==> src/rtl/divider_cu.sv <==
// Control unit for a restoring shift/subtract divider: sequences load, shift,
// compare and remainder-fix steps on the datapath registers and counter.
module divider_cu (
    input  logic       clk,
    input  logic       rst,
    input  logic       go,
    input  logic       R_lt_Y,
    input  logic [3:0] CNT,
    output logic       LDr,
    output logic       SLr,
    output logic       SRr,
    output logic       xLin,
    output logic       LDx,
    output logic       SLx,
    output logic       SRx,
    output logic       LDy,
    output logic       SLy,
    output logic       SRy,
    output logic       sel1,
    output logic       sel2,
    output logic       sel3,
    output logic       LDud,
    output logic       UDud,
    output logic       CEud,
    output logic       done,
    output logic [2:0] CS
);

    localparam int unsigned STATE_W = 3;
    localparam int unsigned CNT_W   = 4;

    typedef enum logic [STATE_W-1:0] {
        S0 = 3'b000,
        S1 = 3'b001,
        S2 = 3'b010,
        S3 = 3'b011,
        S4 = 3'b100,
        S5 = 3'b101,
        S6 = 3'b110,
        S7 = 3'b111
    } state_t;

    state_t state;
    state_t next_state;

    // State register; reset clears it immediately, which zeroes every output
    always_ff @(posedge clk or negedge rst) begin
        if (!rst) begin
            state <= S0;
        end else begin
            state <= next_state;
        end
    end

    assign CS = state;

    // Next-state and Moore outputs (LDr in S3 also follows R_lt_Y)
    always_comb begin
        next_state = S0;
        LDr  = 1'b0;
        SLr  = 1'b0;
        SRr  = 1'b0;
        xLin = 1'b0;
        LDx  = 1'b0;
        SLx  = 1'b0;
        SRx  = 1'b0;
        LDy  = 1'b0;
        SLy  = 1'b0;
        SRy  = 1'b0;
        sel1 = 1'b0;
        sel2 = 1'b0;
        sel3 = 1'b0;
        LDud = 1'b0;
        UDud = 1'b0;
        CEud = 1'b0;
        done = 1'b0;

        case (state)
            S0: begin
                next_state = go ? S1 : S0;
            end
            S1: begin
                LDr        = 1'b1;
                LDx        = 1'b1;
                LDy        = 1'b1;
                LDud       = 1'b1;
                CEud       = 1'b1;
                next_state = S2;
            end
            S2: begin
                SLr        = 1'b1;
                SLx        = 1'b1;
                sel1       = 1'b1;
                next_state = S3;
            end
            S3: begin
                sel1       = 1'b1;
                CEud       = 1'b1;
                LDr        = ~R_lt_Y;
                next_state = R_lt_Y ? S5 : S4;
            end
            S4: begin
                SLr        = 1'b1;
                SLx        = 1'b1;
                xLin       = 1'b1;
                sel1       = 1'b1;
                next_state = (CNT == CNT_W'(0)) ? S6 : S3;
            end
            S5: begin
                SLr        = 1'b1;
                SLx        = 1'b1;
                sel1       = 1'b1;
                next_state = (CNT == CNT_W'(0)) ? S6 : S3;
            end
            S6: begin
                SRr        = 1'b1;
                sel2       = 1'b1;
                sel3       = 1'b1;
                next_state = S7;
            end
            S7: begin
                sel2       = 1'b1;
                sel3       = 1'b1;
                done       = 1'b1;
                next_state = S0;
            end
            default: begin
                next_state = S0;
            end
        endcase
    end

endmodule

==> config.mk <==
export PLATFORM = sky130hd
export DESIGN_NAME = divider_cu
export DESIGN_NICKNAME = d
export VERILOG_FILES = /design/src/rtl/divider_cu.sv
export SDC_FILE = /design/constraint.sdc
export NUM_CORES = 1
export LEC_CHECK = 0
export CAP_MARGIN = 5
export CORE_AREA = 2 2 39 41
export CTS_CLUSTER_SIZE = 10
export DETAILED_ROUTE_END_ITERATION = 8
export DIE_AREA = 0 0 41 43
export SYNTH_ARGS = -nofsm -noshare
export SYNTH_HDL_FRONTEND = slang
export SYNTH_SLANG_ARGS = --single-unit
==> constraint.sdc <==
create_clock -name clk -period 2.7 [get_ports clk]
set_clock_uncertainty 0.1 [all_clocks]
set_input_delay 0.405 -clock clk [delete_from_list [all_inputs] [get_ports clk]]
set_output_delay 0.405 -clock clk [all_outputs]
set_load 0.01 [all_outputs]
Figure 1. Cell classes on the final placement (run 1).
Scale: 6 px per um.
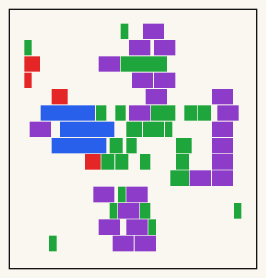
- blue: flip-flops (cells 3)
- purple: other buffers and delay cells (cells 23)
- red: clock drivers and dummy loads (cells 4)
- green: all other logic (cells 25)

Figure 2. Clock nets (run 1).
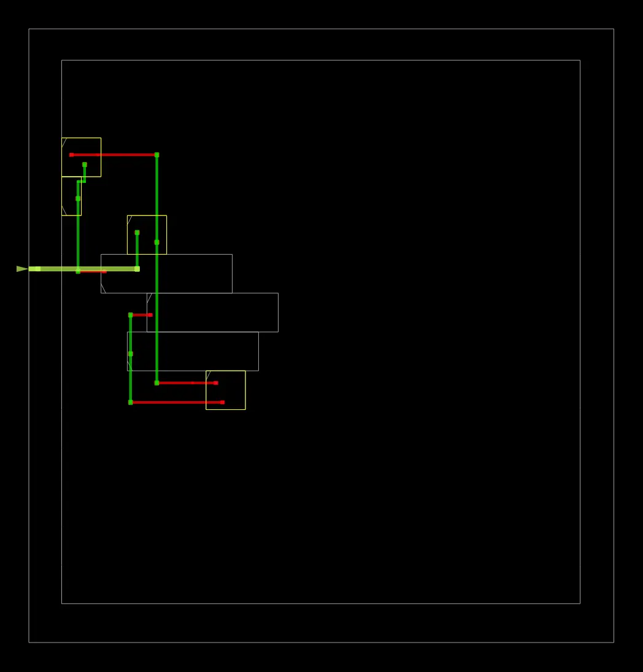
flip-flops: 3
clock buffers: 4
Clock Power: 0.0770 mW

==> job_summary.md, run 1 <==
## Synthesis and layout report

| Metric | Value |
|---|---|
| Outcome | completed |
| NetSw | 0.2519 mW |
| Placed insts | 67 |
| Non-CTS buffers | 23 |
| Fmax | 451.2 MHz |
| Post-route insts no fill | 71 |
| Mapped Cells | 35 |
| Post-CTS Hold Fix Bufs | 0 |
| Net Sw Frac | 38.55% |
| Clock share of power | 11.8% |
| WHS | 0.2543 ns |
| Initial antenna violation count | 0 |
| Arr. time, crit path | 1.71 ns |
| Cell-internal power | 0.4015 mW |
| Post-DRT Antenna Nets | 0 |
| Sequential share of power | 20.6% |
| CTS buffer count | 3 |
| Fraction of cell area in non-clock buffers | 45.10% |
| # Cells Yosys | 35 |
| 1st-iter DRT viols | 5 |
| FFs w/ async S/R, synth | 100.0% |
| OpenROAD warning count | 26 |
| Syn-to-layout area delta | 74.36% |
| Resized Gates After CTS | 0 |
| Kind of critical path | flop to output pin |
| Chip Area, Yosys | 292.8 um^2 |
Figure 3. The metal 3 layer (run 1).
Scale: 8 px per um.
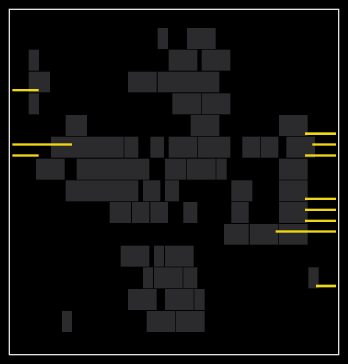
- nets with wire on the layer: 11
- share of all routed wire: 6.8%
- main direction: horizontal
- wire length on this layer: 43.0 um
- longest straight run: 7.20 um

[run 1: worst max-delay path, delay by kind of cell, from the launching register on]
family / cells / cell delay, ns
buffers and inverters: 1 / 0.57
and+or+nand+nor: 2 / 0.43
DFF: 1 / 0.49
[run 1: worst max-delay path by stage]
stage	cells after the start	to	start
after floorplan	4	SLx	CS[2]
after global placement	3	LDr	R_lt_Y
after detailed placement	3	LDr	R_lt_Y
after CTS	3	LDx	CS[2]
after global routing	3	SRr	CS[1]
final	3	LDx	CS[2]
[run 1: cell usage after synthesis, types with 2 or more instances]
cell      instances  area [um^2]
inv_1             2        7.510
nand2b_1          2        12.51
dfrtp_1           3        75.07
buf_4             8        60.06
nor2_1            2        7.510
nor3b_1           2        15.01
a21oi_1           3        15.01
buf_2             2        10.01
==> run 2: changes to the inputs <==
==> constraint.sdc (replaced) <==
create_clock -name clk -period 2.16 [get_ports clk]
set_clock_uncertainty 0.1 [all_clocks]
set_input_delay 0.324 -clock clk [delete_from_list [all_inputs] [get_ports clk]]
set_output_delay 0.324 -clock clk [all_outputs]
set_load 0.01 [all_outputs]
Figure 4. Routed clock nets over the placement (run 2).
Scale: 12 px per um.
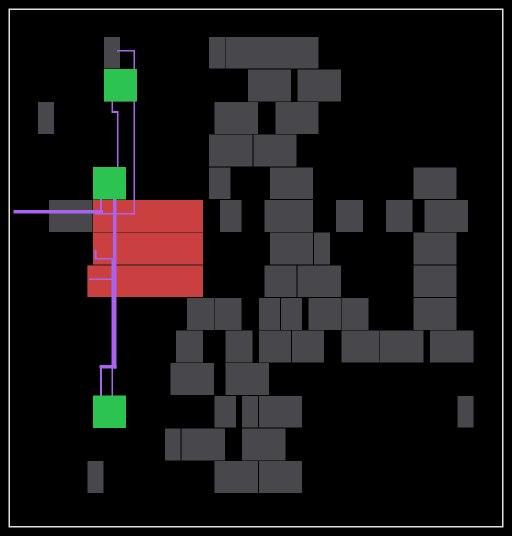
- green: cells driving clock nets (count 3)
- red: flip-flops (count 3)
- purple: clock wires (length 72.9 um)
- routed clock nets: 4
clock share of power: 11.6%
Clock Power: 0.0990 mW
Late-Pin Clk Latency: 0.23 ns

==> job_summary.md, run 2 <==
## Synthesis and layout report

| Metric | Value |
|---|---|
| Mapped Cells | 35 |
| Clk slew on worst S/H paths | 0.04 ns |
| 1st-iter DRT viols | 1 |
| Syn-to-layout area delta | 80.77% |
| Fmax | 496.8 MHz |
| WHS | 0.1688 ns |
| Chip Area, Yosys | 292.8 um^2 |
| Commonest cells post-synth | 8 x buf_4, 3 x a21oi_1, 3 x dfrtp_1 |
| OpenROAD warning count | 26 |
| Req. time, crit path | 1.74 ns |
| Post-route insts no fill | 73 |
| Final worst path period share | 93.18% |
| Slowest stage delay, CP | 0.55 ns |
| Most frequent cells in the layout | 23 x clkdlybuf4s50_1, 4 x conb_1, 3 x a21oi_1, 3 x clkbuf_4 |
| Sequential share of power | 17.4% |
| Net Sw Frac | 38.19% |
| Average wire per standard cell | 9.301 um |
| Hold Crit Class | input pin to asynchronous set/reset pin |
| GP Congestion | 0.6766 |
| Reg2reg path depth | 2 |
| # Cells Yosys | 35 |
| Worst setup path start | CS[2] |
| Count leader, synth | buf_4 |
| Kind of critical path | flop to output pin |
| CTS root buf | clkbuf_4 |
| Post-DRT Antenna Nets | 0 |
| CTS buffer count | 3 |
| Arr. time, crit path | 1.59 ns |
| Synth area leaders | dfrtp_1 26%, buf_4 21%, nor4_4 7.3% |
| Combinational share of power | 71.0% |
| Outcome | completed |
| Clk sink count | 3 |
| Initial antenna violation count | 0 |
| Main flop type | dfrtp_1 |
| Placed insts | 69 |
| NetSw | 0.3270 mW |
| Worst Setup EP | LDx |
| Number of cells on the critical path | 3 |
| Post-synth top area cell | dfrtp_1 |
| Crit Path Max Fanout | 9 |
| Via count | 286 |
| Worst path top cell family by delay | buffers and inverters |
| Dominant kind of combinational cell | simple AND/OR/NAND/NOR gates |
| Critical path buffers and inverters | 1 |
| Top cell area share | 25.64% |
| Row count | 14 |
| FFs w/ async S/R, synth | 100.0% |
| Cell-internal power | 0.5291 mW |
[run 2: cell counts after synthesis]
No cell type changed its count.
[run 2: layout make-up]
cell class / count / area, um^2 / area share (%)
Sequential cell: 3 / 76.32 / 14.42
Inverter: 2 / 7.507 / 1.418
Tap cell: 16 / 20.02 / 3.783
Timing Repair Buffer: 25 / 245.2 / 46.34
Clock buffer: 4 / 26.28 / 4.965
Multi-Input combinational cell: 23 / 153.9 / 29.08
[run 2: what timing repair did]
item / in CTS / in global routing
resized: 0 / 2
endpoints found under the setup margin: 0 / 4
hold buffers: 0 / 0
[run 2: power groups by stage]
stage,Clock (mW),Combinational [mW],Sequential [mW]
after floorplan,0,0.318,0.134
after global placement,0,0.606,0.147
after detailed placement,0,0.613,0.149
after CTS,0.105,0.613,0.147
after global routing,0.111,0.654,0.158
final,0.0990,0.608,0.149
Power figures rest on the tool's default switching activity, not on a simulated workload.
